### src/rtl/debug_uart_rx.sv
// ----------------------------------------------------------------------------
// debug_uart_rx
// Receive-only 8N1 UART for a debug console. Samples an asynchronous serial
// line, rebuilds bytes LSB first and hands them to a consumer through a
// single-entry valid/ack holding register. It also keeps two sticky error
// flags: overrun and framing.
//
// Parameters
//   CLK_HZ        system clock frequency in Hz
//   BIT_RATE      serial bit rate in bit/s
//
// Ports
//   clk           single clock, all state updates on the rising edge
//   rst           asynchronous active-high reset
//   uart_rxd      asynchronous serial input, idle high
//   rx_ack        one-cycle pulse, the consumer has read rx_data
//   err_clr       one-cycle pulse, clears both sticky error flags
//   rx_data       last accepted byte
//   rx_valid      rx_data holds a byte that has not been read yet
//   rx_busy       a frame is being received (receiver not idle)
//   rx_overrun    sticky, a byte was lost because rx_valid was still set
//   rx_frame_err  sticky, a stop bit was sampled low
// ----------------------------------------------------------------------------
module debug_uart_rx #(
    parameter int CLK_HZ   = 64_000_000,
    parameter int BIT_RATE = 9600
) (
    input  logic       clk,
    input  logic       rst,
    input  logic       uart_rxd,
    input  logic       rx_ack,
    input  logic       err_clr,
    output logic [7:0] rx_data,
    output logic       rx_valid,
    output logic       rx_busy,
    output logic       rx_overrun,
    output logic       rx_frame_err
);

    localparam int CPB  = CLK_HZ / BIT_RATE;
    localparam int HALF = CPB / 2;
    localparam int CW   = $clog2(CPB) + 1;

    // Terminal counts. Every wait counts from zero, so "N cycles" ends at N-1.
    // If HALF is zero, the start bit is sampled on the first START cycle.
    localparam logic [CW-1:0] CPB_LAST  = CW'(CPB - 1);
    localparam logic [CW-1:0] HALF_LAST = CW'((HALF > 0) ? (HALF - 1) : 0);

    typedef enum logic [2:0] {
        IDLE,
        START,
        DATA,
        STOP,
        BREAK
    } state_t;

    state_t        state_q, state_d;
    logic          syncMeta_q;
    logic          rxdS_q;
    logic [CW-1:0] cnt_q, cnt_d;
    logic [2:0]    bitIdx_q, bitIdx_d;
    logic [7:0]    shift_q, shift_d;
    logic [7:0]    data_q, data_d;
    logic          valid_q, valid_d;
    logic          overrun_q, overrun_d;
    logic          frameErr_q, frameErr_d;
    logic          accept;

    // Two-flop synchronizer on the raw line. Both flops reset to the idle
    // level, so a reset never produces a false start bit. rxdS_q is the
    // synchronized line value, and all frame decoding uses it.
    always_ff @(posedge clk or posedge rst) begin
        if (rst) begin
            syncMeta_q <= 1'b1;
            rxdS_q     <= 1'b1;
        end else begin
            syncMeta_q <= uart_rxd;
            rxdS_q     <= syncMeta_q;
        end
    end

    // State and datapath registers.
    always_ff @(posedge clk or posedge rst) begin
        if (rst) begin
            state_q    <= IDLE;
            cnt_q      <= '0;
            bitIdx_q   <= '0;
            shift_q    <= '0;
            data_q     <= '0;
            valid_q    <= 1'b0;
            overrun_q  <= 1'b0;
            frameErr_q <= 1'b0;
        end else begin
            state_q    <= state_d;
            cnt_q      <= cnt_d;
            bitIdx_q   <= bitIdx_d;
            shift_q    <= shift_d;
            data_q     <= data_d;
            valid_q    <= valid_d;
            overrun_q  <= overrun_d;
            frameErr_q <= frameErr_d;
        end
    end

    // Next-state and datapath logic.
    // err_clr is applied first, and error events are ORed in afterwards.
    // This way an error in the same cycle as a clear still leaves its flag set.
    always_comb begin
        state_d    = state_q;
        cnt_d      = cnt_q;
        bitIdx_d   = bitIdx_q;
        shift_d    = shift_q;
        data_d     = data_q;
        valid_d    = valid_q;
        overrun_d  = overrun_q & ~err_clr;
        frameErr_d = frameErr_q & ~err_clr;
        accept     = 1'b0;

        case (state_q)
            IDLE: begin
                cnt_d = '0;
                if (!rxdS_q) begin
                    state_d = START;
                end
            end

            // Check the start bit again at its midpoint.
            // A line that is already high again was a glitch: drop it silently.
            START: begin
                if (cnt_q == HALF_LAST) begin
                    cnt_d    = '0;
                    bitIdx_d = '0;
                    state_d  = rxdS_q ? IDLE : DATA;
                end else begin
                    cnt_d = cnt_q + 1'b1;
                end
            end

            // One sample per bit period. Each sample enters at the MSB end,
            // so the first bit received ends up at the LSB after 8 shifts.
            DATA: begin
                if (cnt_q == CPB_LAST) begin
                    cnt_d   = '0;
                    shift_d = {rxdS_q, shift_q[7:1]};
                    if (bitIdx_q == 3'd7) begin
                        state_d = STOP;
                    end else begin
                        bitIdx_d = bitIdx_q + 1'b1;
                    end
                end else begin
                    cnt_d = cnt_q + 1'b1;
                end
            end

            STOP: begin
                if (cnt_q == CPB_LAST) begin
                    cnt_d = '0;
                    if (rxdS_q) begin
                        accept  = 1'b1;
                        state_d = IDLE;
                    end else begin
                        frameErr_d = 1'b1;
                        state_d    = BREAK;
                    end
                end else begin
                    cnt_d = cnt_q + 1'b1;
                end
            end

            // Stay here for as long as the line is held low.
            // A long break therefore reports exactly one framing error.
            BREAK: begin
                cnt_d = '0;
                if (rxdS_q) begin
                    state_d = IDLE;
                end
            end

            default: begin
                state_d = IDLE;
                cnt_d   = '0;
            end
        endcase

        // Holding register. An ack in the acceptance cycle frees the slot,
        // so the new byte is taken and rx_valid stays high.
        if (accept) begin
            if (!valid_q || rx_ack) begin
                data_d  = shift_q;
                valid_d = 1'b1;
            end else begin
                overrun_d = 1'b1;
            end
        end else if (rx_ack) begin
            valid_d = 1'b0;
        end
    end

    assign rx_data      = data_q;
    assign rx_valid     = valid_q;
    assign rx_overrun   = overrun_q;
    assign rx_frame_err = frameErr_q;
    assign rx_busy      = (state_q != IDLE);

endmodule

### config.mk
export PLATFORM = sky130hd
export DESIGN_NAME = debug_uart_rx
export DESIGN_NICKNAME = d
export VERILOG_FILES = /design/src/rtl/debug_uart_rx.sv
export SDC_FILE = /design/constraint.sdc
export NUM_CORES = 1
export LEC_CHECK = 0
export ABC_CLOCK_PERIOD_IN_PS = 2100
export CAP_MARGIN = 20
export CORE_ASPECT_RATIO = 1.5
export CORE_MARGIN = 5
export CORE_UTILIZATION = 57
export DETAILED_ROUTE_END_ITERATION = 7
export MAX_ROUTING_LAYER = met4
export PLACE_DENSITY = 0.87
export SYNTH_ARGS = -nofsm -noshare
export SYNTH_HDL_FRONTEND = slang
export SYNTH_SLANG_ARGS = --single-unit
### constraint.sdc
create_clock -name clk -period 2.1 [get_ports clk]
set_input_delay 0.315 -clock clk [delete_from_list [all_inputs] [get_ports clk]]
set_output_delay 0.315 -clock clk [all_outputs]
set_load 0.05 [all_outputs]
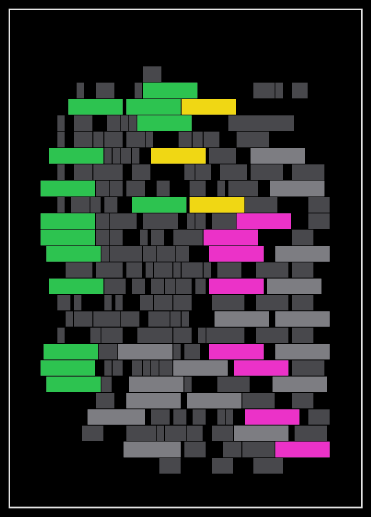
*Sequential cells colored by netlist name, run 1*
Scale: 6 px per um. Other sequential cells in the stronger gray, the rest of the logic in the fainter gray.
green -> cnt_q  # placed flops 14
yellow -> bitIdx_q  # placed flops 3
magenta -> shift_q  # placed flops 8
not colored = 16

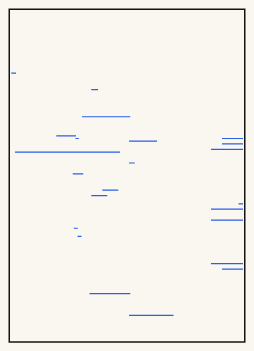
*M3 wires, run 1*
Scale: 4 px per um.
share of all routed wire = 3.4%
nets with wire on the layer = 16

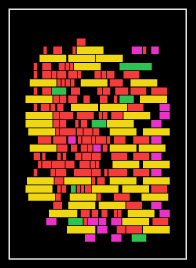
*Cell classes on the final placement, run 1*
Scale: 3 px per um.
green -> clock drivers and dummy loads  # cells 7, share of their area 4.6%
red -> remaining logic cells  # cells 120, share of their area 41%
yellow -> registers  # cells 41, share of their area 46%
magenta -> remaining buffers and delay cells  # cells 19, share of their area 8.1%

==> flow_metrics.py, run 1 <==
# Physical implementation metrics
metrics = {
    "synthesis": {
        "fp_nets": 179,
        "synthTopCellsByCount": "dfrtp_1 (39), nor2_1 (18), mux2_4 (13)",
        "synth_cell_type_count": 43,
        "synthCells": 169,
        "synth-xor-area-share_pct": 5.22,
        "yosys-top-cells-area": "dfrtp_1 (48%), mux2_4 (9.7%), nor2_1 (3.4%)",
        "synth-edff-count": 0,
        "async_reset_ff_share_pct": 100,
        "yosysCellCount": 169,
        "ys.warnings.count": 0,
        "ys_sh_adder_pct": 3.11,
        "mux_share_pct": 11.3,
        "synth_area_um2": 2010,
        "yosys-stat-area_um2": 2010,
        "synth.most_common_cell": "dfrtp_1",
        "top_cell_area_share_pct": 48.5,
        "synth_top_flop_cell": "dfrtp_1",
        "numSynthFlops": 41,
        "yosys.area.top_type": "dfrtp_1",
        "synth_area_per_cell_um2": 11.9,
        "yosysSeqAreaShare_pct": 51.1,
        "simple_gate_share_pct": 19.2,
    },
    "grt": {
        "track_usage_pct": 18.7,
        "grt_start_max_net_pins": 42,
        "met3_usage_pct": 4.18,
        "grt_pass1_wl_um": 6510,
        "grt_pass1_vias": 1385,
        "use_met1_pct": 18.9,
        "met2_usage_pct": 34.2,
        "grt-busiest-layer": "met2",
        "grt_overflow": 0,
    },
    "route": {
        "wl_met2_um": 2120,
        "drt-met1-wl_um": 1460,
        "post-route-drc-count": 0,
        "met3RoutedLength_um": 131,
        "drt_wl_total_um": 3820,
        "top_layer_used": "met4",
        "wl_per_cell_um": 16.7,
        "postRouteAntennaNets": 0,
        "via_per_inst": 5.84,
        "drt-initial-drc-count": 43,
        "num_vias": 1338,
        "first_pass_iters": 4,
    },
    "floorplan": {
        "dieHeight_um": 82.8,
        "fp.coreArea_um2": 3420,
        "rows": 26,
        "pin_count": 17,
        "tap_cells": 42,
        "die-area_um2": 4840,
    },
    "power_and_ir_drop": {
        "top_power_group": "registers",
        "netSwitchingPower_mw": 0.267,
        "seqPwrFrac_pct": 56.2,
        "clkPwrFrac_pct": 42.1,
        "swShare_pct": 18.9,
        "ir_drop_mv": 0.460,
        "total_power_mw": 1.41,
        "power_density_nw_per_um2": 618,
        "p_comb_share_pct": 1.7,
        "power_leakage_nw": 1.05,
        "power.internal_mw": 1.15,
        "powerSeq_mw": 0.794,
    },
    "critical_path": {
        "crit_arrival_ps": 2140,
        "r2r_slack_ps": 140,
        "max_stage_delay_ps": 420,
        "cp.depth": 6,
        "crit_buf_inv": 1,
        "path_max_fanout": 8,
        "cp_slowest_cell": "dfrtp_1",
        "cpLargestDelayFamily": "simple AND/OR/NAND/NOR gates",
        "crit_type": "reg -> reg",
        "end_kind": "register",
        "crit_chain": "inv_1 -> ha_1 -> and4b_1 -> and4_1 -> nand3_4 -> mux2_4",
        "startpoint": "cnt_q[1]",
        "cp-endpoint": "rx_data[1]",
        "reg2reg_from": "cnt_q[1]",
    },
    "hold_path": {
        "hold_path_end": "rxdS_q",
        "hp-class": "reg -> reg",
        "hold_depth": 0,
        "hold_start": "syncMeta_q",
    },
    "sta": {
        "hold_viol_final": 0,
        "finalClockSkew_ps": 4.36,
        "layout_worst_path_cycle_share_pct": 93.2,
        "rsz0062_at_grt": "no",
        "max_slew.worst_pin.slew_ps": 508,
        "fin_hold_ws_ps": 358,
        "min_period_ps": 1960,
        "fmax_ghz": 0.511,
        "report.final.slew_viol_count": 0,
        "slew_headroom_pct": 66.2,
        "layout_setup_ws_ps": 142,
    },
    "clocking": {
        "post_cts_buffers": 0,
        "clk_pin_slew_ps": 70,
        "cts_tree": "built",
        "ctsHtreeMaxLevel": 2,
        "clockBufferDepth": 2,
        "cts_buffers": 5,
        "clk-insertion-delay-late_ps": 290,
        "cts-root-buf": "clkbuf_8",
        "postCtsHoldBufs": 0,
        "clock-sinks": 41,
    },
    "cells_and_area": {
        "area_dominant_class": "sequential cells",
        "diodes": 0,
        "clock_area_share_pct": 4.54,
        "final_util_pct": 67.0,
        "area_growth_pct": 13.6,
        "clock_buffers": 5,
        "regMostFlops": "cnt_q",
        "logic_area_um2": 888,
        "flops": 41,
        "final_common_cell": "dfrtp_1",
        "signal_buffers": 19,
        "buf_share_pct": 7.88,
        "nets": 197,
        "num-nonclk-inverters": 9,
        "largest_reg_flops": 14,
        "fin_area_um2": 2290,
        "layout-drive-gt1-share_pct": 18.7,
        "comb_area_share_pct": 38.8,
        "layout.cells.most_common_list": "dfrtp_1 (39), nor2_1 (18), clkdlybuf4s50_1 (15), mux2_4 (13), inv_1 (9)",
        "n_fill_cell": 267,
        "seq_share_pct": 45.0,
    },
    "placed_design": {
        "place_ws_ps": 164,
        "dp_cells": 222,
        "post-dp-hpwl_um": 2770,
        "portBuffers": 16,
        "gp_congestion": 0.903,
    },
    "outcome": {
        "status": "finished, final reports clean",
    },
    "flow_run": {
        "drv_cap": 0,
    },
}
## Run 2: what changed since run 1
- CORE_MARGIN: 5 -> default
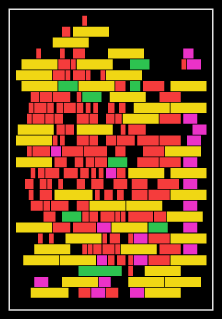
*Cell classes on the final placement, run 2*
Scale: 4 px per um.
red -> remaining logic cells  # cells 120, share of their area 41%
magenta -> remaining buffers and delay cells  # cells 20, share of their area 8.4%
yellow -> registers  # cells 41, share of their area 46%
green -> clock drivers and dummy loads  # cells 8, share of their area 5.3%

==> run 2 against run 1 <==
- critical path depth unchanged
- global-route usage increased by 7.7 points
- total power increased by 4.9%
- via count increased by 1.5%
- core utilization increased by 1.4 points
- die area decreased by 22%
- clock power increased by 12%
- highest routed layer unchanged
==> flow_metrics.py, run 2 <==
# Physical implementation metrics
metrics = {
    "outcome": {
        "status": "finished, final reports clean",
    },
    "critical_path": {
        "crit_buf_inv": 1,
        "crit_chain": "inv_1 -> ha_1 -> and4b_1 -> and4_1 -> nand3_4 -> mux2_4",
        "crit_type": "reg -> reg",
        "cp_slowest_cell": "dfrtp_1",
        "path_max_fanout": 8,
        "cp.depth": 6,
        "reg2reg_from": "cnt_q[1]",
        "cpLargestDelayFamily": "simple AND/OR/NAND/NOR gates",
        "r2r_slack_ps": 170,
        "startpoint": "cnt_q[1]",
        "max_stage_delay_ps": 410,
        "crit_arrival_ps": 2110,
        "end_kind": "register",
        "cp-endpoint": "rx_data[0]",
    },
    "grt": {
        "met2_usage_pct": 51.0,
        "antenna_found_initial": 0,
        "met3_usage_pct": 5.66,
        "track_usage_pct": 26.4,
        "grt_start_max_net_pins": 42,
        "grt_pass1_vias": 1456,
        "grt-busiest-layer": "met2",
        "grt_pass1_wl_um": 6870,
        "use_met1_pct": 23.8,
        "grt_overflow": 0,
    },
    "cells_and_area": {
        "fin_area_um2": 2310,
        "final_util_pct": 68.3,
        "num-nonclk-inverters": 9,
        "n_fill_cell": 252,
        "signal_buffers": 20,
        "buf_share_pct": 8.17,
        "logic_area_um2": 888,
        "comb_area_share_pct": 38.4,
        "diodes": 0,
        "final_common_cell": "dfrtp_1",
        "layout-drive-gt1-share_pct": 19.0,
        "flops": 41,
        "area_dominant_class": "sequential cells",
        "seq_share_pct": 44.5,
        "clock_area_share_pct": 5.19,
        "clock_buffers": 6,
        "nets": 198,
        "area_growth_pct": 14.9,
        "largest_reg_flops": 14,
    },
    "power_and_ir_drop": {
        "top_power_group": "registers",
        "power.internal_mw": 1.19,
        "ir_drop_mv": 0.572,
        "powerSeq_mw": 0.794,
        "seqPwrFrac_pct": 53.6,
        "swShare_pct": 19.9,
        "total_power_mw": 1.48,
        "clkPwrFrac_pct": 44.7,
        "p_comb_share_pct": 1.6,
        "power_density_nw_per_um2": 641,
        "power_leakage_nw": 1.06,
    },
    "sta": {
        "report.final.slew_viol_count": 0,
        "layout_setup_ws_ps": 171,
        "hold_viol_final": 0,
        "max_slew.worst_pin.slew_ps": 513,
        "finalClockSkew_ps": 2.12,
        "slew_headroom_pct": 65.7,
        "fin_hold_ws_ps": 376,
        "fmax_ghz": 0.518,
        "layout_worst_path_cycle_share_pct": 91.8,
        "min_period_ps": 1930,
        "rsz0062_at_grt": "no",
    },
    "placed_design": {
        "place_ws_ps": 186,
        "portBuffers": 16,
        "dp_cells": 223,
        "gp_congestion": 0.847,
        "dpl_cell_area_um2": 2190,
        "post-dp-hpwl_um": 2870,
    },
    "clocking": {
        "clock-sinks": 41,
        "clk-insertion-delay-late_ps": 290,
        "clk_pin_slew_ps": 80,
        "cts_buffers": 5,
        "cts_tree": "built",
        "post_cts_buffers": 0,
        "postCtsHoldBufs": 0,
        "ctsHtreeMaxLevel": 2,
        "cts-root-buf": "clkbuf_8",
    },
    "synthesis": {
        "yosysSeqAreaShare_pct": 51.1,
        "numSynthFlops": 41,
        "synth_cell_type_count": 43,
        "synth_area_um2": 2010,
        "ys_sh_adder_pct": 3.11,
        "mux_share_pct": 11.3,
        "yosys-stat-area_um2": 2010,
        "synth_top_flop_cell": "dfrtp_1",
        "synthCells": 169,
        "yosys.area.top_type": "dfrtp_1",
        "ys.warnings.count": 0,
        "yosysCellCount": 169,
        "synth_area_per_cell_um2": 11.9,
        "top_cell_area_share_pct": 48.5,
        "synth.most_common_cell": "dfrtp_1",
        "simple_gate_share_pct": 19.2,
        "synth-xor-area-share_pct": 5.22,
        "fp_nets": 179,
        "ys_top_logic_family": "simple AND/OR/NAND/NOR gates",
        "async_reset_ff_share_pct": 100,
        "yosys-top-cells-area": "dfrtp_1 (48%), mux2_4 (9.7%), nor2_1 (3.4%)",
        "synthTopCellsByCount": "dfrtp_1 (39), nor2_1 (18), mux2_4 (13)",
    },
    "route": {
        "top_layer_used": "met4",
        "first_pass_iters": 4,
        "wl_per_cell_um": 17.6,
        "wl_met2_um": 2380,
        "drt-met1-wl_um": 1470,
        "drt_wl_total_um": 4060,
        "num_vias": 1358,
        "met3RoutedLength_um": 110,
        "drt-initial-drc-count": 75,
        "post-route-drc-count": 0,
        "postRouteAntennaNets": 0,
        "via_per_inst": 5.88,
    },
    "floorplan": {
        "dieHeight_um": 74.8,
        "fp.coreArea_um2": 3380,
        "die_w_um": 50.5,
        "tap_cells": 42,
        "pin_count": 17,
        "die-area_um2": 3780,
        "rows": 26,
    },
    "hold_path": {
        "hold_path_end": "rxdS_q",
        "hold_depth": 0,
        "hold_start": "syncMeta_q",
    },
    "flow_run": {
        "warnings": 28,
    },
}
Power figures rest on the tool's default switching activity, not on a simulated workload.
